**src/rtl/sipo_capture_reg.sv**
```systemverilog
// Serial-in/parallel-out capture stage with valid/ack handoff and sticky overrun.
// Optional even-parity frame bit enabled by defining SIPO_CAPTURE_PARITY_EN.
module sipo_capture_reg #(
    parameter int WIDTH     = 8,
    parameter bit MSB_FIRST = 1'b1
) (
    input  logic             clk,
    input  logic             reset_in,
    input  logic             serial_in,
    input  logic             shift_en_in,
    input  logic             clear_in,
    input  logic             ack_in,
    output logic [WIDTH-1:0] data_out,
    output logic             valid_out,
    output logic             overrun_out,
    output logic             parity_err_out
);

`ifdef SIPO_CAPTURE_PARITY_EN
    localparam int FRAME = WIDTH + 1;
`else
    localparam int FRAME = WIDTH;
`endif
    // The shift register only ever needs the FRAME-1 bits preceding the final one;
    // the final bit is taken straight from serial_in on the completing edge.
    localparam int SW = FRAME - 1;
    localparam int CW = $clog2(FRAME);

    logic [SW-1:0]    shift_reg, shift_next, shifted;
    logic [CW-1:0]    count_reg, count_next;
    logic [WIDTH-1:0] data_reg, data_next, word;
    logic             valid_reg, valid_next;
    logic             overrun_reg, overrun_next;
    logic             perr_reg, perr_next, word_perr;
    logic             complete;

    genvar gi;
    generate
        for (gi = 0; gi < SW; gi++) begin : g_shift
            if (MSB_FIRST) begin : g_msb
                if (gi == 0) begin : g_in
                    assign shifted[gi] = serial_in;
                end else begin : g_mv
                    assign shifted[gi] = shift_reg[gi-1];
                end
            end else begin : g_lsb
                if (gi == SW - 1) begin : g_in
                    assign shifted[gi] = serial_in;
                end else begin : g_mv
                    assign shifted[gi] = shift_reg[gi+1];
                end
            end
        end
    endgenerate

`ifdef SIPO_CAPTURE_PARITY_EN
    // Data bits are all in the shift register; serial_in carries the parity bit.
    assign word      = shift_reg;
    assign word_perr = (^shift_reg) ^ serial_in;
`else
    assign word      = MSB_FIRST ? {shift_reg, serial_in} : {serial_in, shift_reg};
    assign word_perr = 1'b0;
`endif

    assign complete = shift_en_in && (count_reg == CW'(FRAME - 1));

    always_comb begin
        shift_next   = shift_reg;
        count_next   = count_reg;
        data_next    = data_reg;
        valid_next   = valid_reg;
        overrun_next = overrun_reg;
        perr_next    = perr_reg;

        if (valid_reg && ack_in) begin
            valid_next = 1'b0;
        end
        if (shift_en_in) begin
            shift_next = shifted;
            count_next = complete ? '0 : count_reg + CW'(1);
        end
        if (complete) begin
            if (!valid_reg || ack_in) begin
                data_next  = word;
                valid_next = 1'b1;
                perr_next  = word_perr;
            end else begin
                overrun_next = 1'b1;
            end
        end
    end

    always_ff @(posedge clk) begin
        if (reset_in || clear_in) begin
            shift_reg   <= '0;
            count_reg   <= '0;
            data_reg    <= '0;
            valid_reg   <= 1'b0;
            overrun_reg <= 1'b0;
            perr_reg    <= 1'b0;
        end else begin
            shift_reg   <= shift_next;
            count_reg   <= count_next;
            data_reg    <= data_next;
            valid_reg   <= valid_next;
            overrun_reg <= overrun_next;
            perr_reg    <= perr_next;
        end
    end

    assign data_out       = data_reg;
    assign valid_out      = valid_reg;
    assign overrun_out    = overrun_reg;
    assign parity_err_out = perr_reg;

endmodule

```
**config.mk**
```make
export PLATFORM = sky130hd
export DESIGN_NAME = sipo_capture_reg
export DESIGN_NICKNAME = d
export VERILOG_FILES = /design/src/rtl/sipo_capture_reg.sv
export SDC_FILE = /design/constraint.sdc
export NUM_CORES = 1
export LEC_CHECK = 0
export ABC_AREA = 1
export CAP_MARGIN = 15
export CORE_MARGIN = 4
export CORE_UTILIZATION = 49
export CTS_CLUSTER_DIAMETER = 60
export CTS_CLUSTER_SIZE = 30
export DETAILED_ROUTE_END_ITERATION = 6
export PLACE_DENSITY = 0.83
export SYNTH_ARGS = -nofsm -noshare
export SYNTH_HDL_FRONTEND = slang
export SYNTH_SLANG_ARGS = --single-unit
```
**constraint.sdc**
```tcl
create_clock -name clk -period 1.4 [get_ports clk]
set_input_delay 0.35 -clock clk [delete_from_list [all_inputs] [get_ports clk]]
set_output_delay 0.35 -clock clk [all_outputs]
set_load 0.01 [all_outputs]
```
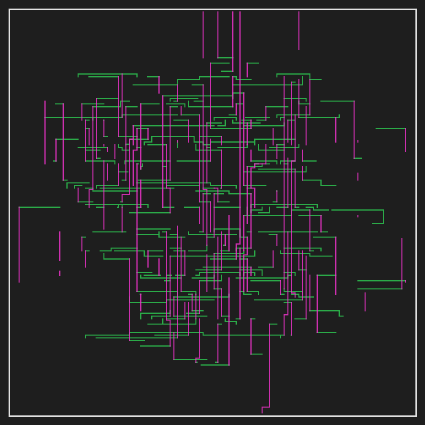
**Above:** metal layers overlaid.
(8 px per µm) Two of the layers only.
legend:
  green:
    layer: met1
    wire_length: 734 µm
  magenta:
    layer: met2
    wire_length: 739 µm
wirelength, routed: 1562 µm
WL per Instance: 10.55 µm

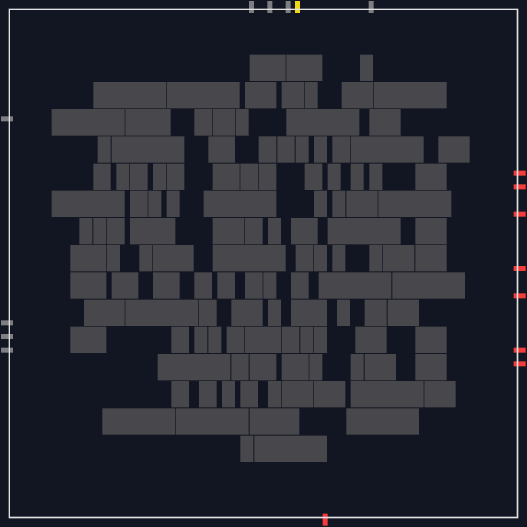
**Above:** pin map.
(10 px per µm) Pins as bars across the die edge, other pins in gray.
legend:
  red:
    port: `data_out`
    pins: 8
    direction: output
    edge: 7 right, 1 bottom
  yellow:
    port: `overrun_out`
    pins: 1
    direction: output
    edge: top
all pins by edge: 7 right, 5 top, 4 left, 1 bottom
die height: 50.67 µm
PortBufs: 15

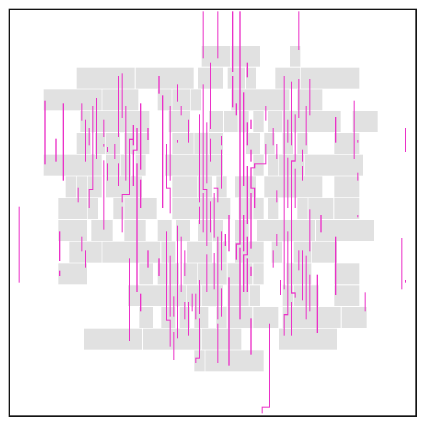
**Above:** met2 routing.
(8 px per µm) Cells faint in the background.
main direction: vertical
share of all routed wire: 47%
nets with wire on the layer: 108
routing usage on met2: 0.2370
DR vias: 703

==> impl_metrics.tcl <==
# yosys + openroad results
set metrics [dict create \
    start_kind "register" \
    combGateArea_um2 369.1 \
    cts_setup_buffers 0 \
    nFillCells 161 \
    die_w_um 50.67 \
    preCtsSetupSlack_ps -72.90 \
    root_buffer "clkbuf_4" \
    async_flop_share 0 \
    cts_sinks 20 \
    place_congestion 0.7537 \
    holdWs_ps 476.3 \
    powerDensity_nw_per_um2 914.0 \
    antenna_cells 0 \
    r2r-start "count_reg[0]$_SDFFE_PP0P_" \
    cp_max_fo 16 \
    timing.fmax_mhz 755.2 \
    startpoint "count_reg[0]$_SDFFE_PP0P_" \
    ys_ff 20 \
    synth.top_cell.area_share 0.4488 \
    pwr-share-seq 0.588 \
    drc 0 \
    io_pins 17 \
    finClkSkew_ps 2.293 \
    yosys_area_um2 892.1 \
    crit_type "register to register" \
    grt_overflow_total 0 \
    syn_avg_cell_area_um2 8.496 \
    synth_stat.cells 105 \
    holdCritStartpoint "overrun_out$_SDFFE_PP0P_" \
    cp-end-kind "register" \
    clock_path_buffers 2 \
    antenna_found_initial 0 \
    viasPerCell 4.750 \
    hpwl_um 1209 \
    hold_class "register to register" \
    ys_seq_frac 0.4488 \
    ctsResizeCount 10 \
    drtIter0Drc 11 \
    cts-htree-levels 1 \
    syn_inst 105 \
    yosys.area.top_type "dfxtp_1" \
    yosys_warnings 0 \
    hold_violations 0 \
    drt.antenna.violating_nets 0 \
    synth.most_common_cell "dfxtp_1" \
    core_area_um2 1727 \
    worst_ep_required_time_ps 1610 \
    synthTopCellsByArea "dfxtp_1, a21oi_2, a21oi_1, nand2_1, inv_1" \
    clk_latency_ps 300 \
    num_rows 15 \
    seq_area_um2 400.4 \
    flop_cell "dfxtp_1" \
    adder_share 0.02805 \
    dpl-instance-area_um2 1059 \
    area.growth.synth_to_final_pct 21.32 \
    aoi_share 0.1851 \
    syn-cell-area_um2 892.1 \
    hold_buffers 0 \
    p_int_w 0.0007684 \
    min_period_ps 1324 \
    syn_nets 113 \
    fp_util 0.5167 \
    power_leakage_nw 0.4546 \
    grt_first_pass_wirelength_um 2697 \
    status "completed" \
    drtPass1Iterations 4 \
    warnings 26 \
    clkPwrFrac 0.341 \
    power_w 0.0009892 \
    power_frac_comb 0.071 \
    cp.arrival_ps 1530 \
    setup_viol 0 \
    numCtsBuffers 3 \
    logic_family "simple AND/OR/NAND/NOR gates" \
    track_usage 0.1362 \
    largest_register_ffs 8 \
    ir_drop_v 0.0005846 \
    fin_cells 148 \
    chipArea_um2 2567 \
    drive_above_1_share 0.2033 \
    final_area_um2 1082 \
    synth-xor-area-share 0 \
    clkTransAtPathRegs_ps 110 \
    tns_ps 0 \
    drv_slew 0 \
    mux_share 0 \
    ys_sh_simple 0.1964 \
    switching_power_w 0.0002207 \
    dpl.cell_count 144 \
    first_global_vias 657 \
    synth_cell_type_count 22 \
    fin_ws_ps 75.85 \
    rsz0062_at_grt "false" \
    cts_tree "done" \
]
## final cells by class
| type | count | area share |
|---|---|---|
| sequential | 20 | 0.3699 |
| multi-input combinational | 65 | 0.3410 |
| timing repair buffer | 20 | 0.1734 |
| inverter | 14 | 0.05318 |
| clock buffer | 4 | 0.03353 |
| tap | 25 | 0.02890 |
## power groups by stage
stage	clock, W	combinational, W	sequential, W
2_1_floorplan	0	0.0000463	0.000594
3_3_place_gp	0	0.0000680	0.000594
3_5_place_dp	0	0.0000696	0.000595
4_1_cts	0.000339	0.0000703	0.000582
5_1_grt	0.000368	0.0000779	0.000583
6_report	0.000337	0.0000699	0.000582
## worst paths after layout
check | to | slack (ps) | depth (start not counted)
setup reg to reg | data_out[3]$_SDFFE_PP0P_ | 80 | 7
setup / recovery | data_out[3]$_SDFFE_PP0P_ | 80 | 7
hold / removal | overrun_out$_SDFFE_PP0P_ | 480 | 2
hold reg to reg | overrun_out$_SDFFE_PP0P_ | 480 | 2
## layout by cell type (no fill, tap or decap), drive strengths merged, types with 4 or more instances in the layout
cell / Yosys / final
clkbuf: 0 / 4
nand3: 9 / 9
a21oi: 20 / 20
inv: 14 / 14
dfxtp: 20 / 20
buf: 6 / 5
dlygate4sd2: 0 / 10
o21ai: 7 / 7
nor2: 10 / 10
clkdlybuf4s50: 0 / 5
nand2: 15 / 15
## critical path: stages, from the launching register on
cell and delay, ps:
dfxtp_1 380, ha_1 170, ha_1 240, nand2_4 90, inv_6 140, nand3_1 100, nand2_1 80, nor2_1 40
## metal layers
metal	part of all wire	vias to the layer above	GRT usage
met4	0.012	0	0.05381
met5	0	-	0
met1	0.47	312	0.1573
met3	0.045	4	0.03561
met2	0.47	17	0.2370
li1	-	370	-
Power and IR drop assume default switching activity.
